==> images/final_clocks.png <==
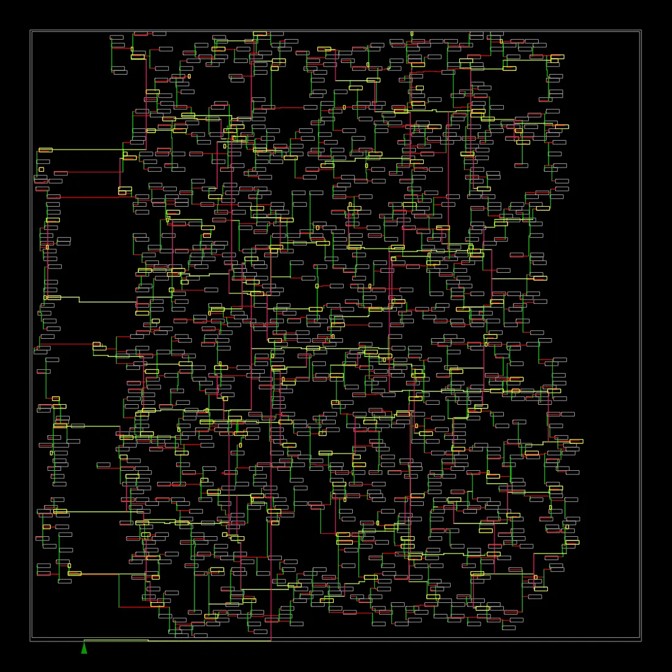
==> images/port_nets.png <==
Scale: 1 px per um.
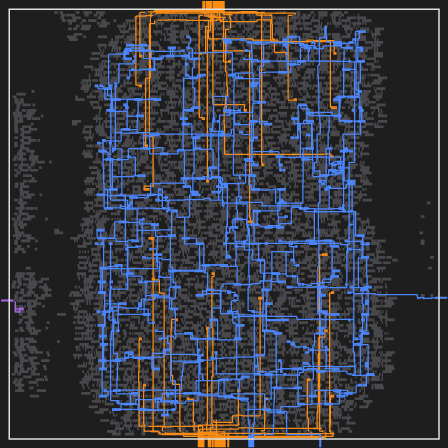
==> images/zoom.png <==
Region (311, 311) to (331, 331) um. Cells in grey, sequential cells in the stronger grey; small squares are vias.
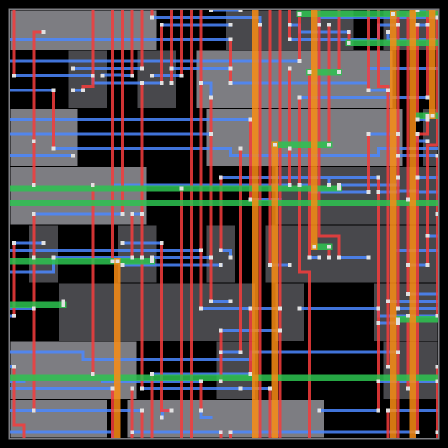
==> images/met2.png <==
Scale: 1 px per um. Cells faint in the background.
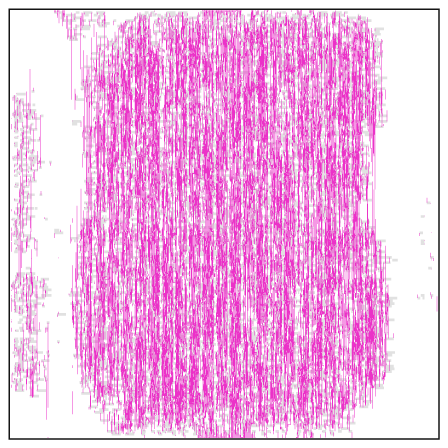
File: src/rtl/mips_pkg.sv
// mips_pkg: shared constants and the MEM/WB field bundle for the write-back stage.
//   REG_ZERO    hardwired-zero register index
//   WIDTH       data path width
//   NREGS       number of architectural registers
//   REG_AW      register address width
//   memWb_t     MEM/WB pipeline register fields
package mips_pkg;
    localparam int WIDTH = 32;
    localparam int NREGS = 32;
    localparam int REG_AW = 5;
    localparam logic [REG_AW-1:0] REG_ZERO = 5'd0;
    typedef struct packed {
        logic regWrite;
        logic memToReg;
        logic [REG_AW-1:0] rd;
        logic [WIDTH-1:0] aluResult;
        logic [WIDTH-1:0] memData;
    } memWb_t;
endpackage

File: src/rtl/reg_file_wb_if.sv
// reg_file_wb_if: bus between the MEM/ID/EX stages (master) and the write-back register file (slave).
//   master drives: wbEnable, wbFlush, regWriteIn, memToRegIn, rdIn, aluResultIn, memDataIn,
//                  readRegRs, readRegRt, dbgAddr
//   master sees:   readRs, readRt, wbData, wbRd, wbRegWrite, dbgData
interface reg_file_wb_if;
    import mips_pkg::*;
    logic wbEnable;
    logic wbFlush;
    logic regWriteIn;
    logic memToRegIn;
    logic [REG_AW-1:0] rdIn;
    logic [WIDTH-1:0] aluResultIn;
    logic [WIDTH-1:0] memDataIn;
    logic [REG_AW-1:0] readRegRs;
    logic [REG_AW-1:0] readRegRt;
    logic [WIDTH-1:0] readRs;
    logic [WIDTH-1:0] readRt;
    logic [WIDTH-1:0] wbData;
    logic [REG_AW-1:0] wbRd;
    logic wbRegWrite;
    logic [REG_AW-1:0] dbgAddr;
    logic [WIDTH-1:0] dbgData;
    modport master (
        output wbEnable, wbFlush, regWriteIn, memToRegIn, rdIn, aluResultIn, memDataIn,
               readRegRs, readRegRt, dbgAddr,
        input  readRs, readRt, wbData, wbRd, wbRegWrite, dbgData
    );
    modport slave (
        input  wbEnable, wbFlush, regWriteIn, memToRegIn, rdIn, aluResultIn, memDataIn,
               readRegRs, readRegRt, dbgAddr,
        output readRs, readRt, wbData, wbRd, wbRegWrite, dbgData
    );
endinterface

File: src/rtl/reg_array.sv
// reg_array: NREGS x WIDTH storage with one write port and three async read ports.
//   clk, reset       clock, async active-high clear of every entry
//   we, wAddr, wData write port (caller guarantees wAddr != 0 when we=1)
//   rAddrA/B/C       read addresses; rDataA/B/C raw contents, no bypass
module reg_array
    import mips_pkg::*;
#(
    parameter int NREGS = 32,
    parameter int WIDTH = 32
) (
    input  logic clk,
    input  logic reset,
    input  logic we,
    input  logic [REG_AW-1:0] wAddr,
    input  logic [WIDTH-1:0] wData,
    input  logic [REG_AW-1:0] rAddrA,
    input  logic [REG_AW-1:0] rAddrB,
    input  logic [REG_AW-1:0] rAddrC,
    output logic [WIDTH-1:0] rDataA,
    output logic [WIDTH-1:0] rDataB,
    output logic [WIDTH-1:0] rDataC
);
    logic [WIDTH-1:0] regs [NREGS];
    always_ff @(posedge clk or posedge reset) begin
        if (reset) begin
            for (int i = 0; i < NREGS; i++) regs[i] <= '0;
        end else if (we) begin
            regs[wAddr] <= wData;
        end
    end
    assign rDataA = regs[rAddrA];
    assign rDataB = regs[rAddrB];
    assign rDataC = regs[rAddrC];
endmodule

File: src/rtl/reg_file_wb.sv
// reg_file_wb: MEM/WB pipeline register, write-back mux and bypassed register file reads.
//   clk, reset  clock, async active-high reset of MEM/WB and all registers
//   bus         reg_file_wb_if.slave: MEM-stage inputs, ID read ports, WB outputs, debug port
module reg_file_wb #(
    parameter int NREGS = 32,
    parameter int WIDTH = 32
) (
    input  logic clk,
    input  logic reset,
    reg_file_wb_if.slave bus
);
    import mips_pkg::*;
    memWb_t mw;
    logic [WIDTH-1:0] arrRs, arrRt;
    // A flush only needs to kill the write; the remaining fields simply hold.
    always_ff @(posedge clk or posedge reset) begin
        if (reset) mw <= '0;
        else if (bus.wbFlush) mw.regWrite <= 1'b0;
        else if (bus.wbEnable) mw <= '{regWrite: bus.regWriteIn, memToReg: bus.memToRegIn,
                                       rd: bus.rdIn, aluResult: bus.aluResultIn,
                                       memData: bus.memDataIn};
    end
    assign bus.wbData = mw.memToReg ? mw.memData : mw.aluResult;
    assign bus.wbRd = mw.rd;
    // Masking rd=0 here keeps both the array write and the bypass from ever touching r0.
    assign bus.wbRegWrite = mw.regWrite && mw.rd != REG_ZERO;
    reg_array #(.NREGS(NREGS), .WIDTH(WIDTH)) uArray (
        .clk(clk),
        .reset(reset),
        .we(bus.wbRegWrite),
        .wAddr(mw.rd),
        .wData(bus.wbData),
        .rAddrA(bus.readRegRs),
        .rAddrB(bus.readRegRt),
        .rAddrC(bus.dbgAddr),
        .rDataA(arrRs),
        .rDataB(arrRt),
        .rDataC(bus.dbgData)
    );
    assign bus.readRs = bus.readRegRs == REG_ZERO ? '0 :
                        (bus.wbRegWrite && mw.rd == bus.readRegRs) ? bus.wbData : arrRs;
    assign bus.readRt = bus.readRegRt == REG_ZERO ? '0 :
                        (bus.wbRegWrite && mw.rd == bus.readRegRt) ? bus.wbData : arrRt;
endmodule

File: src/flat_wrapper.sv
// flat-port wrapper written by rule: the top's interface ports become plain ports
module reg_file_wb_flat import mips_pkg::*;
#(
    parameter int NREGS = 32,
    parameter int WIDTH = 32
)
  (clk, reset, bus_wbEnable, bus_wbFlush, bus_regWriteIn, bus_memToRegIn, bus_rdIn, bus_aluResultIn, bus_memDataIn, bus_readRegRs, bus_readRegRt, bus_dbgAddr, bus_readRs, bus_readRt, bus_wbData, bus_wbRd, bus_wbRegWrite, bus_dbgData);
  reg_file_wb_if bus_i ();
  input  logic clk;
  input  logic reset;
  input wire logic [$bits(bus_i.wbEnable)-1:0] bus_wbEnable;
  input wire logic [$bits(bus_i.wbFlush)-1:0] bus_wbFlush;
  input wire logic [$bits(bus_i.regWriteIn)-1:0] bus_regWriteIn;
  input wire logic [$bits(bus_i.memToRegIn)-1:0] bus_memToRegIn;
  input wire logic [$bits(bus_i.rdIn)-1:0] bus_rdIn;
  input wire logic [$bits(bus_i.aluResultIn)-1:0] bus_aluResultIn;
  input wire logic [$bits(bus_i.memDataIn)-1:0] bus_memDataIn;
  input wire logic [$bits(bus_i.readRegRs)-1:0] bus_readRegRs;
  input wire logic [$bits(bus_i.readRegRt)-1:0] bus_readRegRt;
  input wire logic [$bits(bus_i.dbgAddr)-1:0] bus_dbgAddr;
  output wire logic [$bits(bus_i.readRs)-1:0] bus_readRs;
  output wire logic [$bits(bus_i.readRt)-1:0] bus_readRt;
  output wire logic [$bits(bus_i.wbData)-1:0] bus_wbData;
  output wire logic [$bits(bus_i.wbRd)-1:0] bus_wbRd;
  output wire logic [$bits(bus_i.wbRegWrite)-1:0] bus_wbRegWrite;
  output wire logic [$bits(bus_i.dbgData)-1:0] bus_dbgData;
  assign bus_i.wbEnable = bus_wbEnable;
  assign bus_i.wbFlush = bus_wbFlush;
  assign bus_i.regWriteIn = bus_regWriteIn;
  assign bus_i.memToRegIn = bus_memToRegIn;
  assign bus_i.rdIn = bus_rdIn;
  assign bus_i.aluResultIn = bus_aluResultIn;
  assign bus_i.memDataIn = bus_memDataIn;
  assign bus_i.readRegRs = bus_readRegRs;
  assign bus_i.readRegRt = bus_readRegRt;
  assign bus_i.dbgAddr = bus_dbgAddr;
  assign bus_readRs = bus_i.readRs;
  assign bus_readRt = bus_i.readRt;
  assign bus_wbData = bus_i.wbData;
  assign bus_wbRd = bus_i.wbRd;
  assign bus_wbRegWrite = bus_i.wbRegWrite;
  assign bus_dbgData = bus_i.dbgData;
  reg_file_wb #(.NREGS(NREGS), .WIDTH(WIDTH)) u_core (.clk(clk), .reset(reset), .bus(bus_i));
endmodule
File: config.mk
export PLATFORM = sky130hd
export DESIGN_NAME = reg_file_wb_flat
export DESIGN_NICKNAME = d
export VERILOG_FILES = /design/src/rtl/mips_pkg.sv /design/src/rtl/reg_file_wb_if.sv /design/src/rtl/reg_array.sv /design/src/rtl/reg_file_wb.sv /design/src/flat_wrapper.sv
export SDC_FILE = /design/constraint.sdc
export NUM_CORES = 2
export LEC_CHECK = 0
export CELL_PAD_IN_SITES_DETAIL_PLACEMENT = 1
export CELL_PAD_IN_SITES_GLOBAL_PLACEMENT = 1
export CORE_UTILIZATION = 35
export CTS_CLUSTER_SIZE = 10
export DETAILED_ROUTE_END_ITERATION = 7
export GPL_ROUTABILITY_DRIVEN = 0
export PLACE_DENSITY_LB_ADDON = 0.3
export SLEW_MARGIN = 30
export SYNTH_ARGS = -nofsm -noshare
export SYNTH_HDL_FRONTEND = slang
export SYNTH_SLANG_ARGS = --single-unit
File: constraint.sdc
create_clock -name clk -period 36.1 [get_ports clk]
set_input_delay 3.61 -clock clk [delete_from_list [all_inputs] [get_ports clk]]
set_output_delay 3.61 -clock clk [all_outputs]
set_load 0.02 [all_outputs]
==> qor.yml <==
global_routing:
  grt_pass1_wl_um: 396000
  met2_usage: 0.467
  grt.total_usage: 0.298
  grt_use_met1: 0.382
  grt_max_degree: 147
  grt_pass1_vias: 52800
power:
  power_frac_comb: 0.288
  power.switching_mw: 1.55
  p_sw_frac: 0.346
  pwr-share-clk: 0.298
  cellPowerDensity_nw_per_um2: 62.1
  p_leak_nw: 29.8
  pg_comb_mw: 1.29
floorplanning:
  row_count: 156
  core_sq_um: 181000
  chipArea_sq_um: 183000
  taps: 2370
  die_x_um: 428
clock_tree:
  hold_buffers: 0
  cts_buffer_depth: 3
  clkLatencyLatePin_ps: 800
  htree_levels: 4
  cts_resized: 0
  clk_pin_slew_ps: 50
setup_path:
  critPathMostFrequentCell: "buf_4"
  critPathMaxStageDelay_ps: 770
  start_kind: "primary input"
  cpMaxStageDelayCell: "buf_4"
  arrival_ps: 9650
  critPathMaxFanout: 49
  cp-end-kind: "output port"
  crit_required_ps: 32490
cells_and_area:
  layout-drive-gt1-share: 0.247
  n_all_buffers: 376
  diodes: 4
  finalNetCount: 5482
  fin_util: 0.401
  inverters_excl_clock: 38
sta:
  slew_headroom: 0.248
  fin_crit_sh: 0.367
  rsz0062_at_grt: "false"
  fin_setup_tns_ps: 0
  fin_hold_ws_ps: 412
  slew_viol_final: 0
synth:
  ys.flop_type: "dfrtp_1"
  syn-mean-instance-area_sq_um: 11.5
  ys_top_cells_by_area: "dfrtp_1, mux4_2, o21ai_0"
  top_area_frac: 0.431
  syn_inst: 5513
  yosys.area_share.adder: 0
  mux_area_frac: 0.318
  synthXorXnorAreaFrac: 0.00138
  syn_nets: 5603
  yosys.area_share.simple: 0.0733
  synthDistinctLibCells: 53
detailed_routing:
  drt-pass1-iter-count: 5
  drc: 0
  drtIter0Drc: 5116
  routedLengthMet1_um: 107000
worst_hold_path:
  hold_class: "reg -> reg"
outcome:
  status: "finished clean"
-- final_clocks.png (at the start) --
clock tree sinks: 1095
Clock Power: 1.34 mW
skew final: 31.5 ps
flop count: 1095
cts bufs inserted: 137

-- port_nets.png (at the start) --
| port | colour | bits | direction | edge | end cells | buffers | wire |
|---|---|---|---|---|---|---|---|
| `bus_readRegRs` | blue | 5 | input | 4 bottom, 1 right | 415 | 18 | 13500 um |
| `bus_wbFlush` | purple | 1 | input | left | 2 | 1 | 21.1 um |
| `bus_readRt` | orange | 32 | output | 16 bottom, 16 top | 32 | 33 | 5520 um |

-- zoom.png (at the start) --
| layer | colour |
|---|---|
| met4 | orange |
| met2 | red |
| met3 | green |
| met1 | blue |
cells with their middle in the window: 19
most frequent: dfrtp_1 (6), a21oi_1 (3)
sequential cells in the window: 6
netlist names of flops here include: `u_core.uArray.regs` (6)

-- met2.png (at the start) --
wire length on this layer: 126 mm
longest straight run: 165 um
share of all routed wire: 46%
nets with wire on the layer: 4565

## sequential cells by signal, indices dropped and copies added, names as in the netlist
name and count:
u_core.uArray.regs 1024, u_core.mw 66, u_core.bus.wbRd 5
## path summary, 6_finish.rpt
| check | slack [ps] | cells past startpoint | end |
|---|---|---|---|
| setup / recovery | 22840 | 10 | bus_readRs[17] |
| hold / removal | 410 | 0 | u_core.uArray.regs[992] |
| setup reg to reg | 32500 | 5 | u_core.uArray.regs[526] |
| hold reg to reg | 410 | 0 | u_core.uArray.regs[992] |
| max in group asynchronous | 29030 | 7 | u_core.uArray.regs[464] |
| min in group asynchronous | 3190 | 2 | u_core.mw[13] |
## critical path: cells and delay by family
kind,cells,cell delay [ps]
AND-OR/OR-AND,2,950
buffers and inverters,6,4050
multiplexers,1,610
AND/OR/NAND/NOR,1,200
Power and IR drop assume default switching activity.
